--- src/rtl/div_hilo_ctrl.sv ---
// HI/LO owner and sequencer around a 32-cycle unsigned iterative divider.
// Applies sign correction so DIV is signed; services MTHI/MTLO.
module div_hilo_ctrl (
    input  logic        clock,
    input  logic        reset,
    input  logic        op_valid,
    input  logic [2:0]  op,
    input  logic [31:0] rs_val,
    input  logic [31:0] rt_val,
    output logic        stall,
    output logic [31:0] hi,
    output logic [31:0] lo,
    output logic        div_by_zero,
    output logic        div_start,
    output logic [31:0] div_dividend,
    output logic [31:0] div_divisor,
    input  logic        div_busy,
    input  logic [31:0] div_q,
    input  logic [31:0] div_r
);

    typedef enum logic [1:0] {IDLE, LAUNCH, WAIT, WRITE} state_t;

    localparam logic [2:0] OP_DIVU = 3'b000;
    localparam logic [2:0] OP_DIV  = 3'b001;
    localparam logic [2:0] OP_MTHI = 3'b010;
    localparam logic [2:0] OP_MTLO = 3'b011;

    state_t      state_q, state_d;
    logic [31:0] hi_q, hi_d;
    logic [31:0] lo_q, lo_d;
    logic [31:0] dividend_q, dividend_d;
    logic [31:0] divisor_q, divisor_d;
    logic        qNeg_q, qNeg_d;
    logic        rNeg_q, rNeg_d;
    logic        busySeen_q, busySeen_d;
    logic        start_q, start_d;
    logic        dbz_q, dbz_d;

    logic        isDiv;
    logic        isSigned;
    logic        rtZero;
    logic [31:0] rsMag;
    logic [31:0] rtMag;

    assign isDiv    = op_valid && ((op == OP_DIVU) || (op == OP_DIV));
    assign isSigned = (op == OP_DIV);
    assign rtZero   = (rt_val == 32'd0);
    assign rsMag    = (isSigned && rs_val[31]) ? (32'd0 - rs_val) : rs_val;
    assign rtMag    = (isSigned && rt_val[31]) ? (32'd0 - rt_val) : rt_val;

    // Next-state, stall and register updates; WRITE deliberately ignores op_valid
    always_comb begin
        state_d    = state_q;
        hi_d       = hi_q;
        lo_d       = lo_q;
        dividend_d = dividend_q;
        divisor_d  = divisor_q;
        qNeg_d     = qNeg_q;
        rNeg_d     = rNeg_q;
        busySeen_d = busySeen_q;
        start_d    = 1'b0;
        dbz_d      = 1'b0;
        stall      = 1'b0;
        case (state_q)
            IDLE: begin
                if (isDiv) begin
                    if (rtZero) begin
                        dbz_d = 1'b1;
                    end else begin
                        stall      = 1'b1;
                        dividend_d = rsMag;
                        divisor_d  = rtMag;
                        qNeg_d     = isSigned && (rs_val[31] ^ rt_val[31]);
                        rNeg_d     = isSigned && rs_val[31];
                        busySeen_d = 1'b0;
                        start_d    = 1'b1;
                        state_d    = LAUNCH;
                    end
                end else if (op_valid && (op == OP_MTHI)) begin
                    hi_d = rs_val;
                end else if (op_valid && (op == OP_MTLO)) begin
                    lo_d = rs_val;
                end
            end
            LAUNCH: begin
                stall   = 1'b1;
                state_d = WAIT;
            end
            WAIT: begin
                stall = 1'b1;
                if (div_busy) begin
                    busySeen_d = 1'b1;
                end
                if (busySeen_q && !div_busy) begin
                    state_d = WRITE;
                end
            end
            WRITE: begin
                lo_d    = qNeg_q ? (32'd0 - div_q) : div_q;
                hi_d    = rNeg_q ? (32'd0 - div_r) : div_r;
                state_d = IDLE;
            end
            default: begin
                state_d = IDLE;
            end
        endcase
    end

    always_ff @(posedge clock or posedge reset) begin
        if (reset) begin
            state_q    <= IDLE;
            hi_q       <= 32'd0;
            lo_q       <= 32'd0;
            dividend_q <= 32'd0;
            divisor_q  <= 32'd0;
            qNeg_q     <= 1'b0;
            rNeg_q     <= 1'b0;
            busySeen_q <= 1'b0;
            start_q    <= 1'b0;
            dbz_q      <= 1'b0;
        end else begin
            state_q    <= state_d;
            hi_q       <= hi_d;
            lo_q       <= lo_d;
            dividend_q <= dividend_d;
            divisor_q  <= divisor_d;
            qNeg_q     <= qNeg_d;
            rNeg_q     <= rNeg_d;
            busySeen_q <= busySeen_d;
            start_q    <= start_d;
            dbz_q      <= dbz_d;
        end
    end

    assign hi           = hi_q;
    assign lo           = lo_q;
    assign div_by_zero  = dbz_q;
    assign div_start    = start_q;
    assign div_dividend = dividend_q;
    assign div_divisor  = divisor_q;

endmodule

--- config.mk ---
export PLATFORM = sky130hd
export DESIGN_NAME = div_hilo_ctrl
export DESIGN_NICKNAME = d
export VERILOG_FILES = /design/src/rtl/div_hilo_ctrl.sv
export SDC_FILE = /design/constraint.sdc
export NUM_CORES = 1
export LEC_CHECK = 0
export CAP_MARGIN = 25
export CORE_MARGIN = 4
export CORE_UTILIZATION = 45
export DETAILED_ROUTE_END_ITERATION = 10
export MAX_ROUTING_LAYER = met4
export PLACE_DENSITY_LB_ADDON = 0.3
export SLEW_MARGIN = 20
export SYNTH_ARGS = -nofsm -noshare
export SYNTH_HDL_FRONTEND = slang
export SYNTH_SLANG_ARGS = --single-unit
--- constraint.sdc ---
create_clock -name clock -period 4.93 [get_ports clock]
set_input_delay 0.986 -clock clock [delete_from_list [all_inputs] [get_ports clock]]
set_output_delay 0.986 -clock clock [all_outputs]
set_load 0.005 [all_outputs]
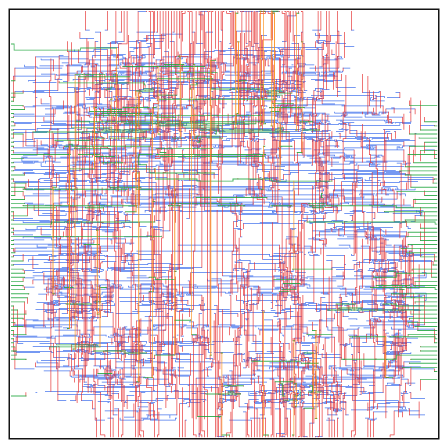
layers.png
Orange is M4, wire length 1350 um. Red is M2, wire length 12500 um. Green is M3, wire length 2370 um. Blue is M1, wire length 11600 um.

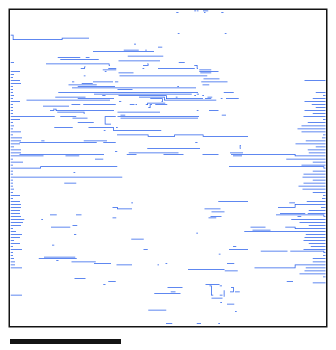
m3.png
Bar = 50 um.
The longest straight run is 62.6 um. The layer holds 8.5% of the routed length. The wires run mostly horizontal.

==> results.py <==
# Generated from Yosys and OpenROAD reports
metrics = {
    "logic_synthesis": {
        "area_leaders": "dfrtp_1 42%, xor2_1 8.2%, nor2_1 6.2%, a21oi_1 5.6%, xnor2_1 4.5%",
        "syn_area_um2": 8100,
        "ys.flops": 135,
        "synth-warning-count": 0,
        "top_area_frac": 0.417,
        "yosys-top-cells-count": "135 x dfrtp_1, 134 x nor2_1, 90 x a21oi_1, 76 x xor2_1, 45 x o21ai_0",
        "fp_nets": 1053,
        "synth.most_common_cell": "dfrtp_1",
        "yosysTopAreaCell": "dfrtp_1",
        "async_flop_share": 1.00,
        "edf_count": 0,
        "ys_chip_area_um2": 8100,
    },
    "detailed_routing": {
        "ant_nets": 0,
        "firstDrtPassIters": 5,
        "wl_per_cell_um": 20.0,
        "drc": 0,
    },
    "sta": {
        "final_hold_viol_count": 0,
        "finalClockPeriodUsage": 0.967,
        "drv_slew": 0,
        "tns_ns": 0,
        "worstMarginPinSlew_ns": 0.999,
        "fmax_ghz": 0.210,
        "slew_headroom": 0.334,
        "period_needed_ns": 4.77,
        "finalSetupViolations": 0,
    },
    "critical_path": {
        "worstPathRequired_ns": 3.94,
        "critPathLaunch": "rt_val[21]",
        "critPathKind": "in -> out",
        "ff2ff_path_depth": 6,
        "crit_arrival_ns": 3.78,
        "path_max_fanout": 20,
        "start_kind": "primary input",
    },
    "flow_run": {
        "tool_warnings": 30,
        "maxCapViolations": 0,
    },
    "global_route": {
        "grt_pass1_wl_um": 42000,
        "antenna_found_initial": 0,
        "grt_overflow_total": 0,
    },
    "layout": {
        "fillers": 1457,
        "nNetsFinal": 1297,
        "syn_to_final_growth_pct": 42.7,
        "antennaDiodeCount": 0,
    },
    "power_and_ir_drop": {
        "swShare": 0.337,
        "power_frac_comb": 0.458,
        "ir_worst_vdd_uv": 272,
        "p_total_mw": 6.12,
        "internal_power_mw": 4.06,
        "seq_power_share": 0.323,
    },
    "cts": {
        "clock_sinks": 135,
        "clock-root-buffer": "clkbuf_16",
        "post_cts_resized": 0,
        "clkTransAtPathRegs_ns": 0.06,
        "clk_latency_ns": 0.42,
        "cts_hold_buf": 0,
    },
    "status": {
        "outcome": "completed",
    },
    "floorplanning": {
        "fp.dieW_um": 142,
        "die_area_um2": 20200,
        "placementRows": 48,
    },
}
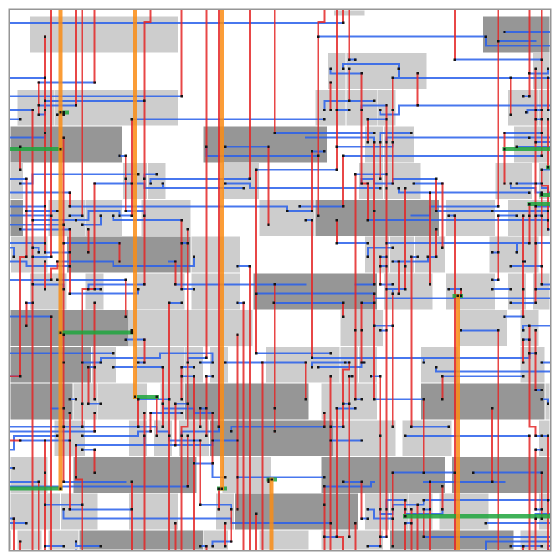
closeup.png
Window x 51 to 91, y 23 to 63 um. Cells in gray, sequential cells in the stronger gray; small squares are vias.
Blue is M1. Orange is M4. Red is M2. Green is M3.
Netlist names of flops here include hi (8), div_divisor (5), state_q (2). 95 logic cells have their middle in the window. Most frequent: dfrtp_1 (18), clkdlybuf4s50_1 (14), nand2_1 (8). Sequential cells in the window: 18.

metrics by stage:
stage | util | area, um2 | std cells | hold slack (ns) | worst slack [ns]
after floorplan | - | 8100 | 911 | 0.473 | 0.333
after global placement | 0.626 | 10900 | 1361 | 0.458 | 0.213
after detailed placement | 0.626 | 10900 | 1361 | 0.465 | 0.177
after CTS | 0.661 | 11600 | 1393 | 0.478 | 0.166
after global routing | 0.661 | 11600 | 1393 | 0.491 | 0.0656
final | 0.661 | 11600 | 1393 | 0.476 | 0.161
layout by cell type, fill, tap and decap left out, drive strengths merged, types with 16 or more instances in the layout:
cell type and n:
clkdlybuf4s50 265, dfrtp 135, nor2 135, a21oi 90
xor2 76, o21ai 46, nand2 44, xnor2 42
a21o 39, a211oi 37, o31ai 26, clkbuf 25
nor4 19, nor3 16, o41ai 16, inv 16
cells by family (layout without fill, tap and decap cells):
kind of cell,count (synthesis),after routing,share of synthesized area
AOI/OAI and AO/OA,282,282,0.222
muxes,9,9,0.0133
DFF,135,135,0.417
buffers and inverters,67,324,0.0329
adders and majority gates,7,7,0.0108
xor gates and xnor gates,118,118,0.128
and+or+nand+nor,293,293,0.177
power groups by stage:
stage / clock, mW / combinational [mW] / sequential, mW
after floorplan: 0 / 1.17 / 1.98
after global placement: 0 / 2.75 / 1.97
after detailed placement: 0 / 2.80 / 1.98
after CTS: 1.36 / 2.82 / 1.98
after global routing: 1.40 / 3.04 / 2.04
final: 1.34 / 2.80 / 1.98
per-layer routing:
metal	track usage	vias to the layer above	routed length, um
li1	-	3798	-
met4	0.123	0	1350
met1	0.369	3801	11600
met5	-	-	0
met2	0.407	413	12500
met3	0.0548	84	2370
worst max-delay path: stages:
cell and delay (ns):
clkdlybuf4s50_1 0.50, or4_1 0.68, or4_4 0.55, nor4_4 0.26, nor2_4 0.17, nor2_1 0.12, nor2_1 0.04, clkdlybuf4s50_1 0.47
sequential cells by signal, indices dropped and copies added, names as in the netlist:
signal and flops:
div_dividend 32, div_divisor 32, hi 32, lo 32, state_q 2, busySeen_q 1, div_by_zero 1, div_start 1
qNeg_q 1, rNeg_q 1
worst min-delay path by stage:
stage | startpoint | to | cells after the start
4_1_cts | lo[3] | lo[3] | 1
2_1_floorplan | lo[0] | lo[0] | 2
3_5_place_dp | hi[25] | hi[25] | 1
6_report | hi[1] | hi[1] | 1
5_1_grt | lo[3] | lo[3] | 1
3_3_place_gp | hi[25] | hi[25] | 1
cell type report:
class	count	area, um2	area share
clock buffers	25	505	0.0437
multi-input cells	709	4480	0.387
inverters	16	65.1	0.00563
flip-flops and latches	135	3380	0.292
clock inverters	7	115	0.00996
repair buffers	276	2740	0.237
well taps	225	282	0.0244
Power figures rest on the tool's default switching activity, not on a simulated workload.
